<file path="src/rtl/prog_nor_lut_pkg.sv">
// Shared types and width helpers for the programmable NOR-LUT block.
package prog_nor_lut_pkg;

    typedef enum logic [1:0] {
        ST_IDLE  = 2'd0,
        ST_LOAD  = 2'd1,
        ST_SWEEP = 2'd2
    } state_t;

    // Truth-table depth for an n_in-input function.
    function automatic int depth_of(input int n_in);
        return 1 << n_in;
    endfunction

    // Channel-select width; never narrower than one bit.
    function automatic int cw_of(input int n_func);
        return (n_func > 1) ? $clog2(n_func) : 1;
    endfunction

endpackage

</file>
<file path="src/rtl/lut_table_bank.sv">
// N_FUNC registered truth tables: parallel lookup, whole-table commit,
// and a single-channel bit read used by the minterm sweep.
module lut_table_bank
    import prog_nor_lut_pkg::*;
#(
    parameter int                      N_IN        = 4,
    parameter int                      N_FUNC      = 2,
    parameter logic [(1 << N_IN)-1:0]  RESET_TABLE = 16'h0717,
    localparam int                     DEPTH       = depth_of(N_IN),
    localparam int                     CW          = cw_of(N_FUNC)
) (
    input  logic              clk,
    input  logic              rst_n,
    input  logic [N_IN-1:0]   rd_idx,
    output logic [N_FUNC-1:0] rd_f,
    input  logic              commit_en,
    input  logic [CW-1:0]     commit_chan,
    input  logic [DEPTH-1:0]  commit_data,
    input  logic [CW-1:0]     sw_chan,
    input  logic [N_IN-1:0]   sw_idx,
    output logic              sw_bit
);

    logic [DEPTH-1:0] tbl [N_FUNC];

    always_ff @(posedge clk or negedge rst_n) begin
        if (!rst_n) begin
            for (int k = 0; k < N_FUNC; k++) begin
                tbl[k] <= RESET_TABLE;
            end
        end else if (commit_en) begin
            for (int k = 0; k < N_FUNC; k++) begin
                if (CW'(k) == commit_chan) begin
                    tbl[k] <= commit_data;
                end
            end
        end
    end

    always_comb begin
        rd_f = '0;
        for (int k = 0; k < N_FUNC; k++) begin
            rd_f[k] = tbl[k][rd_idx];
        end
    end

    // Channel match instead of direct indexing keeps unused select codes harmless.
    always_comb begin
        sw_bit = 1'b0;
        for (int k = 0; k < N_FUNC; k++) begin
            if (CW'(k) == sw_chan) begin
                sw_bit = tbl[k][sw_idx];
            end
        end
    end

endmodule

</file>
<file path="src/rtl/prog_nor_lut.sv">
// Programmable N_FUNC x N_IN-input truth-table evaluator with serial table
// reload, registered valid/ready evaluation and a minterm-count sweep.
module prog_nor_lut
    import prog_nor_lut_pkg::*;
#(
    parameter int                      N_IN        = 4,
    parameter int                      N_FUNC      = 2,
    parameter logic [(1 << N_IN)-1:0]  RESET_TABLE = 16'h0717,
    localparam int                     DEPTH       = depth_of(N_IN),
    localparam int                     CW          = cw_of(N_FUNC)
) (
    input  logic              clk,
    input  logic              rst_n,
    input  logic              in_valid,
    output logic              in_ready,
    input  logic [N_IN-1:0]   in_x,
    output logic              out_valid,
    input  logic              out_ready,
    output logic [N_FUNC-1:0] out_f,
    input  logic              cfg_start,
    input  logic [CW-1:0]     cfg_chan,
    input  logic              cfg_bit_valid,
    input  logic              cfg_bit,
    output logic              cfg_done,
    output logic              cfg_err,
    input  logic              sweep_start,
    output logic              sweep_done,
    output logic [N_IN:0]     sweep_count,
    output logic              busy
);

    localparam logic [N_IN:0] IDX_LAST = (N_IN + 1)'(DEPTH - 1);
    localparam logic [N_IN:0] IDX_ONE  = (N_IN + 1)'(1);

    state_t              state_q, state_d;
    logic [N_IN:0]       idx_q;
    logic [CW-1:0]       chan_q;
    logic [DEPTH-1:0]    shadow_q;
    logic [N_IN:0]       acc_q;
    logic [N_IN:0]       acc_next;
    logic [N_IN:0]       sweep_count_q;
    logic                cfg_done_q, cfg_err_q, sweep_done_q;
    logic                cfg_done_d, cfg_err_d, sweep_done_d;
    logic                out_valid_q;
    logic [N_FUNC-1:0]   out_f_q;

    logic                go_load, go_sweep, bit_wr, sweep_step, commit_en;
    logic                chan_ok, idx_last, accept;
    logic [DEPTH-1:0]    commit_data;
    logic [N_FUNC-1:0]   rd_f;
    logic                sw_bit;

    // Handshake: a request transfers on in_valid && in_ready; a result
    // transfers on out_valid && out_ready; both may happen in one cycle.
    assign in_ready = !out_valid_q || out_ready;
    assign accept   = in_valid && in_ready;

    assign chan_ok  = int'(cfg_chan) < N_FUNC;
    assign idx_last = (idx_q == IDX_LAST);
    assign acc_next = acc_q + (N_IN + 1)'(sw_bit);

    // The final serial bit goes straight into the commit word, not via the shadow.
    always_comb begin
        commit_data            = shadow_q;
        commit_data[DEPTH-1]   = cfg_bit;
    end

    lut_table_bank #(
        .N_IN        (N_IN),
        .N_FUNC      (N_FUNC),
        .RESET_TABLE (RESET_TABLE)
    ) u_bank (
        .clk         (clk),
        .rst_n       (rst_n),
        .rd_idx      (in_x),
        .rd_f        (rd_f),
        .commit_en   (commit_en),
        .commit_chan (chan_q),
        .commit_data (commit_data),
        .sw_chan     (chan_q),
        .sw_idx      (idx_q[N_IN-1:0]),
        .sw_bit      (sw_bit)
    );

    always_comb begin
        state_d      = state_q;
        cfg_done_d   = 1'b0;
        cfg_err_d    = 1'b0;
        sweep_done_d = 1'b0;
        go_load      = 1'b0;
        go_sweep     = 1'b0;
        bit_wr       = 1'b0;
        sweep_step   = 1'b0;
        commit_en    = 1'b0;
        case (state_q)
            ST_IDLE: begin
                if (cfg_start) begin
                    if (chan_ok) begin
                        go_load = 1'b1;
                        state_d = ST_LOAD;
                    end else begin
                        cfg_err_d = 1'b1;
                    end
                end else if (sweep_start) begin
                    if (chan_ok) begin
                        go_sweep = 1'b1;
                        state_d  = ST_SWEEP;
                    end else begin
                        cfg_err_d = 1'b1;
                    end
                end
            end
            ST_LOAD: begin
                if (cfg_bit_valid) begin
                    bit_wr = 1'b1;
                    if (idx_last) begin
                        commit_en  = 1'b1;
                        cfg_done_d = 1'b1;
                        state_d    = ST_IDLE;
                    end
                end
            end
            ST_SWEEP: begin
                sweep_step = 1'b1;
                if (idx_last) begin
                    sweep_done_d = 1'b1;
                    state_d      = ST_IDLE;
                end
            end
            default: state_d = ST_IDLE;
        endcase
    end

    always_ff @(posedge clk or negedge rst_n) begin
        if (!rst_n) begin
            state_q       <= ST_IDLE;
            idx_q         <= '0;
            chan_q        <= '0;
            shadow_q      <= '0;
            acc_q         <= '0;
            sweep_count_q <= '0;
            cfg_done_q    <= 1'b0;
            cfg_err_q     <= 1'b0;
            sweep_done_q  <= 1'b0;
            out_valid_q   <= 1'b0;
            out_f_q       <= '0;
        end else begin
            state_q      <= state_d;
            cfg_done_q   <= cfg_done_d;
            cfg_err_q    <= cfg_err_d;
            sweep_done_q <= sweep_done_d;

            if (go_load || go_sweep) begin
                chan_q <= cfg_chan;
                idx_q  <= '0;
                acc_q  <= '0;
            end
            if (bit_wr) begin
                shadow_q[idx_q[N_IN-1:0]] <= cfg_bit;
                idx_q                     <= idx_q + IDX_ONE;
            end
            if (sweep_step) begin
                acc_q <= acc_next;
                idx_q <= idx_q + IDX_ONE;
            end
            if (sweep_done_d) begin
                sweep_count_q <= acc_next;
            end

            // Lookup reads the committed tables, so a same-edge commit is not visible yet.
            if (accept) begin
                out_valid_q <= 1'b1;
                out_f_q     <= rd_f;
            end else if (out_ready) begin
                out_valid_q <= 1'b0;
            end
        end
    end

    assign out_valid   = out_valid_q;
    assign out_f       = out_f_q;
    assign cfg_done    = cfg_done_q;
    assign cfg_err     = cfg_err_q;
    assign sweep_done  = sweep_done_q;
    assign sweep_count = sweep_count_q;
    assign busy        = (state_q != ST_IDLE);

endmodule

</file>
<file path="config.mk">
export PLATFORM = sky130hd
export DESIGN_NAME = prog_nor_lut
export DESIGN_NICKNAME = d
export VERILOG_FILES = /design/src/rtl/prog_nor_lut_pkg.sv /design/src/rtl/lut_table_bank.sv /design/src/rtl/prog_nor_lut.sv
export SDC_FILE = /design/constraint.sdc
export NUM_CORES = 1
export LEC_CHECK = 0
export ABC_AREA = 1
export CAP_MARGIN = 5
export CORE_MARGIN = 2
export CORE_UTILIZATION = 32
export CTS_CLUSTER_SIZE = 30
export DETAILED_ROUTE_END_ITERATION = 8
export PLACE_DENSITY = 0.48
export RECOVER_POWER = 25
export SYNTH_ARGS = -nofsm -noshare
export SYNTH_HDL_FRONTEND = slang
export SYNTH_SLANG_ARGS = --single-unit
export TNS_END_PERCENT = 5
</file>
<file path="constraint.sdc">
create_clock -name clk -period 4.65 [get_ports clk]
set_input_delay 0.93 -clock clk [delete_from_list [all_inputs] [get_ports clk]]
set_output_delay 0.93 -clock clk [all_outputs]
set_load 0.01 [all_outputs]
</file>
Figure 1. Nets reached from selected ports (run 1).
Drawn at 4 px/um.
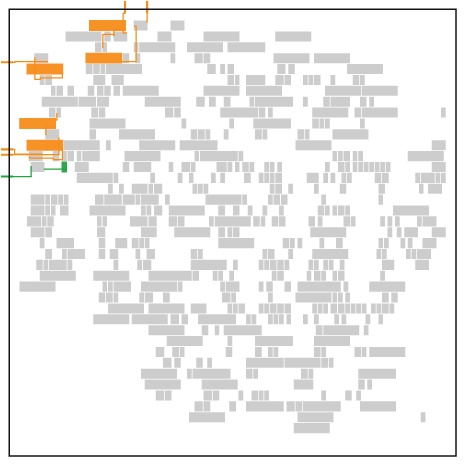
- `cfg_chan`: green (bits 1; direction input; edge left; end cells 1; buffers 1; wire 13.6 um)
- `sweep_count`: orange (bits 5; direction output; edge 3 left, 2 top; end cells 5; buffers 5; wire 99.7 um)
top-level port count: 26
Port Buffer Count: 24

Figure 2. Congestion heat map (run 1).
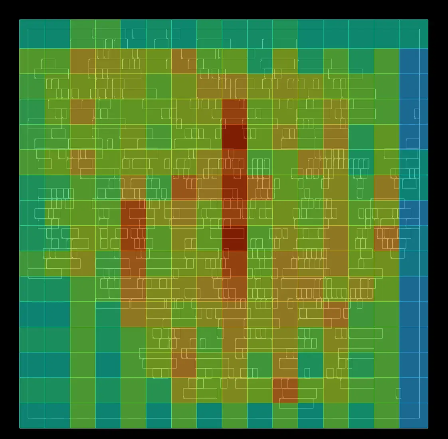
busiest grt layer: met2
Global Route met1 Usage: 0.204
GR met2 Demand/Resource: 0.246
average wire per cell in the routed design: 14.1 um

Figure 3. Wiring heat map (run 1).
Drawn at 3 px/um. The die is cut into 22 by 22 equal tiles; white is low, dark blue is high, scaled to the fullest tile. Values are wire area over tile area, all layers added.
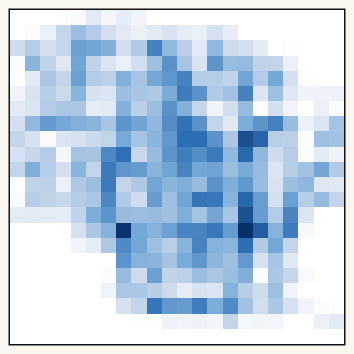
- mean over tiles: 0.11
- fullest tile: 0.43
- emptiest ninth of the die: bottom left
- nearly empty tiles: 27%
- tiles over half the peak: 18%
- densest ninth of the die: middle
final wirelength: 8850 um
via count: 2964
GRT Resource Usage Total: 0.154

Figure 4. Gate families picked out (run 1).
Drawn at 3 px/um.
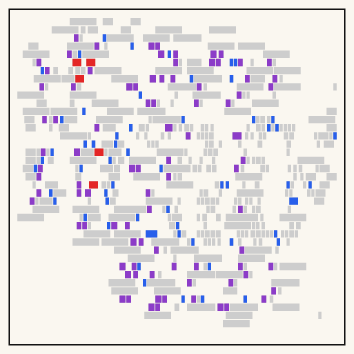
- inverters: blue (cells 57; most used inv_1)
- XOR/XNOR gates: red (cells 5; most used xnor2_1; where top left)
- inverting AOI/OAI gates: purple (cells 88; most used o21ai_1)
Comb/total area: 0.358
post-route non-filler standard cell count: 626

==> results.txt, run 1 <==
Implementation results

The run finished with clean final reports. Looking at the hold checks, the worst path lands on out_f[0]. The number of nets with antenna violations after routing is 0.

The synthesis-to-finish area growth is 16.1%. Signal nets in the final route climb as high as met4. The worst clock skew is 0.00578 ns.

The latest clock arrival within the worst-skew pair is 0.33 ns. Pins over their slew limit in the final report were tallied at 0. The and-or/or-and share of the synthesized area is 0.128. The cell row count is 39. The end-of-flow timing check tallies setup violations at 0. The hold violation total from the final report is 0. In this run, the synthesized area fraction spent on adder and majority cells is recorded as 0.0339. The signal arrival time at the worst endpoint is 2.11 ns. Before antenna repair, the detailed router went through 4 iterations. The first-pass GRT wire length is 15000 um. The via density per instance is 4.73. Gates resized during post-CTS repair numbered 0. In the detailed route, the total length drawn on met3 is 417 um.

The time the worst path needs with I/O delays and setup is 3.04 ns. The die is 111 um wide. The root buffer cell is sky130_fd_sc_hd__clkbuf_16. The maximum number of pins on one net before global-route repair is 46.

In this run the cell area of the synthesized design comes to 3690 um2. The routed wirelength on the met1 layer is recorded as 4270 um. The clock tree has to reach 70 sinks.

The post-synth net total is 484. The register share after synthesis is 0.480. In the Yosys report the total cell count is 461. The sum of overflow across all layers after global routing is 0. The met2 wirelength from detailed routing is 4050 um. The library cells used most frequently in the layout, excluding fill and tap cells, are 141 x sky130_fd_sc_hd__nand2_1, 56 x sky130_fd_sc_hd__dfrtp_1, 52 x sky130_fd_sc_hd__inv_1.

The hold path startpoint is out_f[0]. Setup repair after global routing left no endpoint under its margin. By startpoint and endpoint, the worst setup path is classified as in2out. The maximum clock frequency is 329 MHz. The number of global-route vias before repair came to 2912.
-- run 1: cells in the mapped netlist --
cell / n / share of area
sky130_fd_sc_hd__buf_6: 8 / 0.024
sky130_fd_sc_hd__o211ai_1: 1 / 0.0020
sky130_fd_sc_hd__o21ai_1: 33 / 0.045
sky130_fd_sc_hd__a21oi_1: 18 / 0.024
sky130_fd_sc_hd__nor2_4: 2 / 0.0061
sky130_fd_sc_hd__a31oi_1: 15 / 0.025
sky130_fd_sc_hd__nand2_1: 141 / 0.14
sky130_fd_sc_hd__clkinv_1: 1 / 0.0010
sky130_fd_sc_hd__dfrtp_1: 56 / 0.38
sky130_fd_sc_hd__o22ai_1: 2 / 0.0034
sky130_fd_sc_hd__dfstp_2: 14 / 0.10
sky130_fd_sc_hd__clkbuf_1: 2 / 0.0020
sky130_fd_sc_hd__o21ai_2: 2 / 0.0048
sky130_fd_sc_hd__conb_1: 1 / 0.0010
sky130_fd_sc_hd__xor2_1: 2 / 0.0048
sky130_fd_sc_hd__inv_6: 1 / 0.0024
sky130_fd_sc_hd__buf_2: 7 / 0.0095
sky130_fd_sc_hd__ha_1: 10 / 0.034
sky130_fd_sc_hd__nand3_1: 44 / 0.060
sky130_fd_sc_hd__nand2_2: 3 / 0.0051
sky130_fd_sc_hd__nand3_2: 1 / 0.0027
sky130_fd_sc_hd__o21ai_0: 17 / 0.023
sky130_fd_sc_hd__buf_8: 1 / 0.0041
sky130_fd_sc_hd__inv_2: 2 / 0.0020
sky130_fd_sc_hd__nor2_2: 6 / 0.010
sky130_fd_sc_hd__inv_1: 52 / 0.053
sky130_fd_sc_hd__inv_8: 1 / 0.0031
sky130_fd_sc_hd__xnor2_1: 3 / 0.0071
sky130_fd_sc_hd__buf_4: 1 / 0.0020
sky130_fd_sc_hd__nor2_1: 14 / 0.014
-- run 1: per-stage QoR --
stage                     std cells   util  setup WS [ns]  hold WS (ns)  instance area (um2)
final                           626  0.378           1.61         0.480                 4280
after global routing            626  0.378           1.38         0.504                 4280
after CTS                       626  0.379           1.67         0.487                 4290
after detailed placement        610  0.349           1.67         0.472                 3950
after global placement          610  0.349           1.68         0.465                 3950
after floorplan                 461      -           2.66         0.460                 3690
-- run 1: final cells by class --
cell class	instances	area (um2)
Fill cell	1182	7040
Sequential cell	70	1770
Multi-Input combinational cell	315	1530
Clock buffer	13	270
Timing Repair Buffer	25	239
Inverter	57	226
Tap cell	143	179
Clock inverter	3	65.1
-- run 1: worst max-delay path, cell delays in order --
cell	delay (ns)
sky130_fd_sc_hd__dlygate4sd3_1	0.53
sky130_fd_sc_hd__inv_1	0.04
sky130_fd_sc_hd__nand2_1	0.08
sky130_fd_sc_hd__clkdlybuf4s50_1	0.54
-- run 1: state kept, by name, summed over array words and instances (netlist names) --
name,flops
out_valid,1
cfg_done,1
shadow_q,15
chan_q,1
idx_q,5
sweep_done,1
u_bank.tbl,32
sweep_count,5
out_f,2
acc_q,5
state_q,2
-- run 1: report_power, final --
| group | switching [mW] | leakage [nW] | internal [mW] |
|---|---|---|---|
| sequential | 0.0888 | 0.880 | 0.675 |
| combinational | 0.339 | 0.850 | 0.179 |
| clock | 0.256 | 0.166 | 0.513 |
| total | 0.684 | 1.90 | 1.37 |
Figure 5. Clock distribution (run 1).
Drawn at 4 px/um.
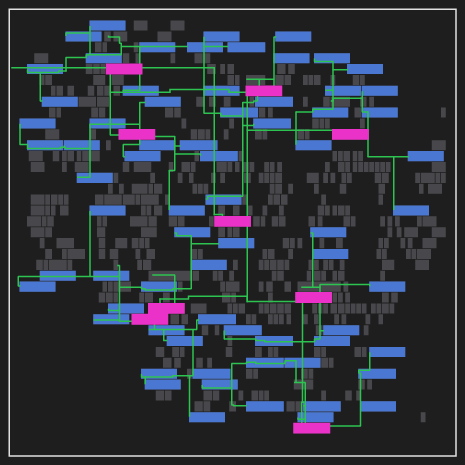

--- run 2 (diff from run 1) ---
--- a/config.mk
+++ b/config.mk
@@ -11,7 +11,7 @@
 export CORE_UTILIZATION = 32
 export CTS_CLUSTER_SIZE = 30
 export DETAILED_ROUTE_END_ITERATION = 8
-export PLACE_DENSITY = 0.48
+export PLACE_DENSITY = 0.49
 export RECOVER_POWER = 25
 export SYNTH_ARGS = -nofsm -noshare
 export SYNTH_HDL_FRONTEND = slang
==> constraint.sdc (replaced) <==
create_clock -name clk -period 2.7 [get_ports clk]
set_input_delay 0.54 -clock clk [delete_from_list [all_inputs] [get_ports clk]]
set_output_delay 0.54 -clock clk [all_outputs]
set_load 0.01 [all_outputs]
Figure 6. Clock distribution (run 2).
Drawn at 4 px/um.
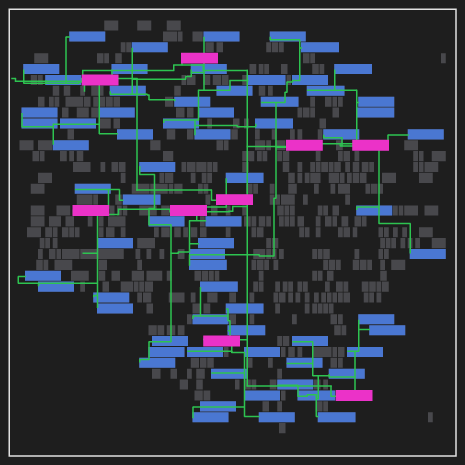
- clock wires: green (length 1070 um)
- cells driving clock nets: magenta (count 9)
- flip-flops: blue (count 70)
- flops lie: all over the die
- routed clock nets: 10
clk_skew: 0.00857 ns
clock latency on the worst-skew pair: 0.34 ns
clock network fraction of total power: 0.348

Figure 7. Wiring heat map (run 2).
Drawn at 3 px/um. The die is cut into 22 by 22 equal tiles; white is low, dark blue is high, scaled to the fullest tile. Values are wire area over tile area, all layers added.
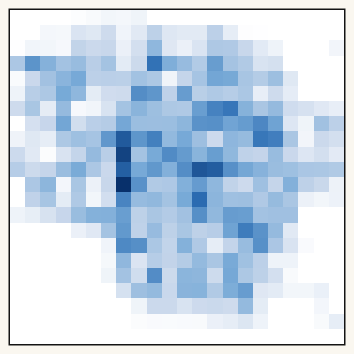
- nearly empty tiles: 28%
- emptiest ninth of the die: bottom left
- densest ninth of the die: middle
- fullest tile: 0.48
- mean over tiles: 0.11
- tiles over half the peak: 12%
via count: 2988
GRT Resource Usage Total: 0.153
average wire per cell in the routed design: 13.8 um
final wirelength: 8750 um

==> run 2 against run 1 <==
  * Sequential power rose by 65%
  * Worst hold slack worse by 0.0035 ns
  * Clock skew grew 0.0028 ns
  * Wire length fell by 1.1%
  * First-iteration DRC count is 6.3% higher
  * Register-to-register slack lost 1.4 ns
  * Area after synthesis is the same
  * Global-route usage is 0.075 points lower
  * Combinational power grew 87%
  * Clock power grew 55%
  * Via count grew 0.81%
  * Non-clock buffer count grew 7
  * Largest cell class unchanged
  * Largest power group is now sequential cells
  * Highest routed layer unchanged
==> results.txt, run 2 <==
Implementation results

Prior to clock tree synthesis, the placed netlist has a worst setup slack of 0.298 ns. The first TritonRoute pass finished after 5 iterations. The flow ran to the end, and the final reports show no timing, DRC or antenna violations. The first global-routing pass estimated 15000 um of wire. The largest registers in the layout are u_bank.tbl: 32 flops, shadow_q: 15 flops. Per the synth stats, the flop cell with the highest instance count is sky130_fd_sc_hd__dfrtp_1. Listed in order, past its start point the critical path passes buf_4 > inv_8 > nand2_1 > nand2_1 > nand2_1 > nand2_1 > nand2_1 > nand3_1 > nor2_1 > nor2_1 > ha_1 > ha_1 > nand3_1 > xnor2_1 > inv_1 > o21ai_0.

The horizontal die dimension is 111 um. Clock tree synthesis selected as its root buffer the cell sky130_fd_sc_hd__clkbuf_16. The cell with the largest stage delay on the worst path is sky130_fd_sc_hd__dfrtp_1. The number of inserted filler cells in the final layout is 1182.

The number of synthesized flops with an enable pin is 0. In the setup report, the worst path falls into the class reg2reg. The total overflow left after global routing is 0.

The final report gives the core utilization as 0.380. The maximum cell stage delay along the critical path is 0.35 ns. The total count of max-transition violations in the final report is 0. In this run the core area contains 39 standard-cell rows. After layout, the minimum clock period comes to 2.28 ns.

The hold violation total from the final report is 0. Entering global routing, the biggest net connects 35 pins. The maximum clock frequency is 439 MHz. The most frequent cell on the critical path is sky130_fd_sc_hd__nand2_1.

The post-synth net total is 484. The post-route standard cell area excluding fillers is 4300 um2. The count of non-filler cells in the finished layout is 633. For this run, the final setup violation count is recorded as 0. The cell type with the largest total area is sky130_fd_sc_hd__dfrtp_1. After synthesis, the most frequently instantiated cells are 141 x sky130_fd_sc_hd__nand2_1, 56 x sky130_fd_sc_hd__dfrtp_1, 52 x sky130_fd_sc_hd__inv_1. The main area contributors are sky130_fd_sc_hd__dfrtp_1 38%, sky130_fd_sc_hd__nand2_1 14%, sky130_fd_sc_hd__dfstp_2 10%, sky130_fd_sc_hd__nand3_1 6.0%, sky130_fd_sc_hd__inv_1 5.3%. The instance count after placement with tap cells included is 617. The synthesis-to-finish area growth is 16.6%. The die boundary height is 111 um. The endpoint of the worst hold path is reported as out_f[1]. The worst hold path begins at out_f[1].

In the layout the commonest cells are 141 x sky130_fd_sc_hd__nand2_1, 55 x sky130_fd_sc_hd__dfrtp_1, 52 x sky130_fd_sc_hd__inv_1. Setup repair after global routing left no endpoint under its margin. The mapped netlist covers 3690 um2.

The area share of the leading cell type in the synthesized netlist is 0.380. The count of instantiated cells in the yosys netlist is 461. Across all setup checks in the final design, the least slack found is 0.422 ns.

The register with the most flip-flops in the layout has 32 of them. The final weighted congestion of routability-driven global placement is 0.812. The most common cell in the netlist is sky130_fd_sc_hd__nand2_1.

The and-or/or-and share of the synthesized area is 0.128. Once detail routing completed, the nets flagged for antenna violations numbered 0. Along the critical path, the tally of buffer and inverter instances is 3. STA puts the critical path data arrival time at 2.53 ns. The placement-stage cell area is 4020 um2.
run 2: cell count changes in the layout (fill, tap and decap cells not counted), sizes merged:
cell,previous run,this run
clkinvlp,0,1
clkbuf,15,14
dlygate4sd3,1,0
buf,0,7
clkinv,2,3
bufinv,2,1
clkdlybuf4s50,22,23
run 2: cell families (layout without fill, tap and decap cells):
logic type | Yosys count | count (layout)
buf+inv | 76 | 105
fa+ha+maj | 10 | 10
other cells | 1 | 1
compound gates | 88 | 88
xor+xnor | 5 | 5
flops | 70 | 70
simple gates | 211 | 211
run 2: where the power goes:
part / switching (mW) / total, mW / internal (mW) / leakage (nW)
clock: 0.451 / 1.19 / 0.737 / 0.143
sequential: 0.0967 / 1.26 / 1.17 / 0.879
combinational: 0.633 / 0.967 / 0.334 / 0.884
run 2: area by class of cell:
cell class,instances,area (um2),share of cell area
clock buffers,12,246,0.0574
clock inverters,4,47.5,0.0111
inverters,57,226,0.0527
multi-input cells,315,1540,0.357
flip-flops and latches,70,1770,0.412
well taps,143,179,0.0416
repair buffers,32,292,0.0679
run 2: worst max path at each step:
stage	endpoint	depth (start not counted)
floorplan	acc_q[4]	14
global placement	sweep_count[4]	14
detailed placement	sweep_count[4]	14
CTS	sweep_count[4]	14
global route	idx_q[1]	2
finish	sweep_count[4]	16
run 2: what timing repair did:
item,4_1_cts,5_1_grt
setup buffers,0,0
setup endpoints to repair,0,1
resized,0,1
run 2: per-layer routing:
layer | vias to the layer above | global-route usage | wire length (um)
li1 | 1528 | - | -
met1 | 1384 | 0.205 | 4220
met2 | 64 | 0.239 | 3910
met3 | 12 | 0.0465 | 433
met4 | 0 | 0.0477 | 180
met5 | - | 0 | 0
run 2: worst reg2reg max path: stages (launching register included):
cell	delay, ns
sky130_fd_sc_hd__dfrtp_1	0.35
sky130_fd_sc_hd__buf_4	0.22
sky130_fd_sc_hd__inv_8	0.15
sky130_fd_sc_hd__nand2_1	0.07
sky130_fd_sc_hd__nand2_1	0.06
sky130_fd_sc_hd__nand2_1	0.05
sky130_fd_sc_hd__nand2_1	0.07
sky130_fd_sc_hd__nand2_1	0.06
sky130_fd_sc_hd__nand3_1	0.08
sky130_fd_sc_hd__nor2_1	0.04
sky130_fd_sc_hd__nor2_1	0.15
sky130_fd_sc_hd__ha_1	0.21
sky130_fd_sc_hd__ha_1	0.19
sky130_fd_sc_hd__nand3_1	0.10
sky130_fd_sc_hd__xnor2_1	0.16
sky130_fd_sc_hd__inv_1	0.07
sky130_fd_sc_hd__o21ai_0	0.15
No activity file was given, so power comes from the tool's default toggle rates.
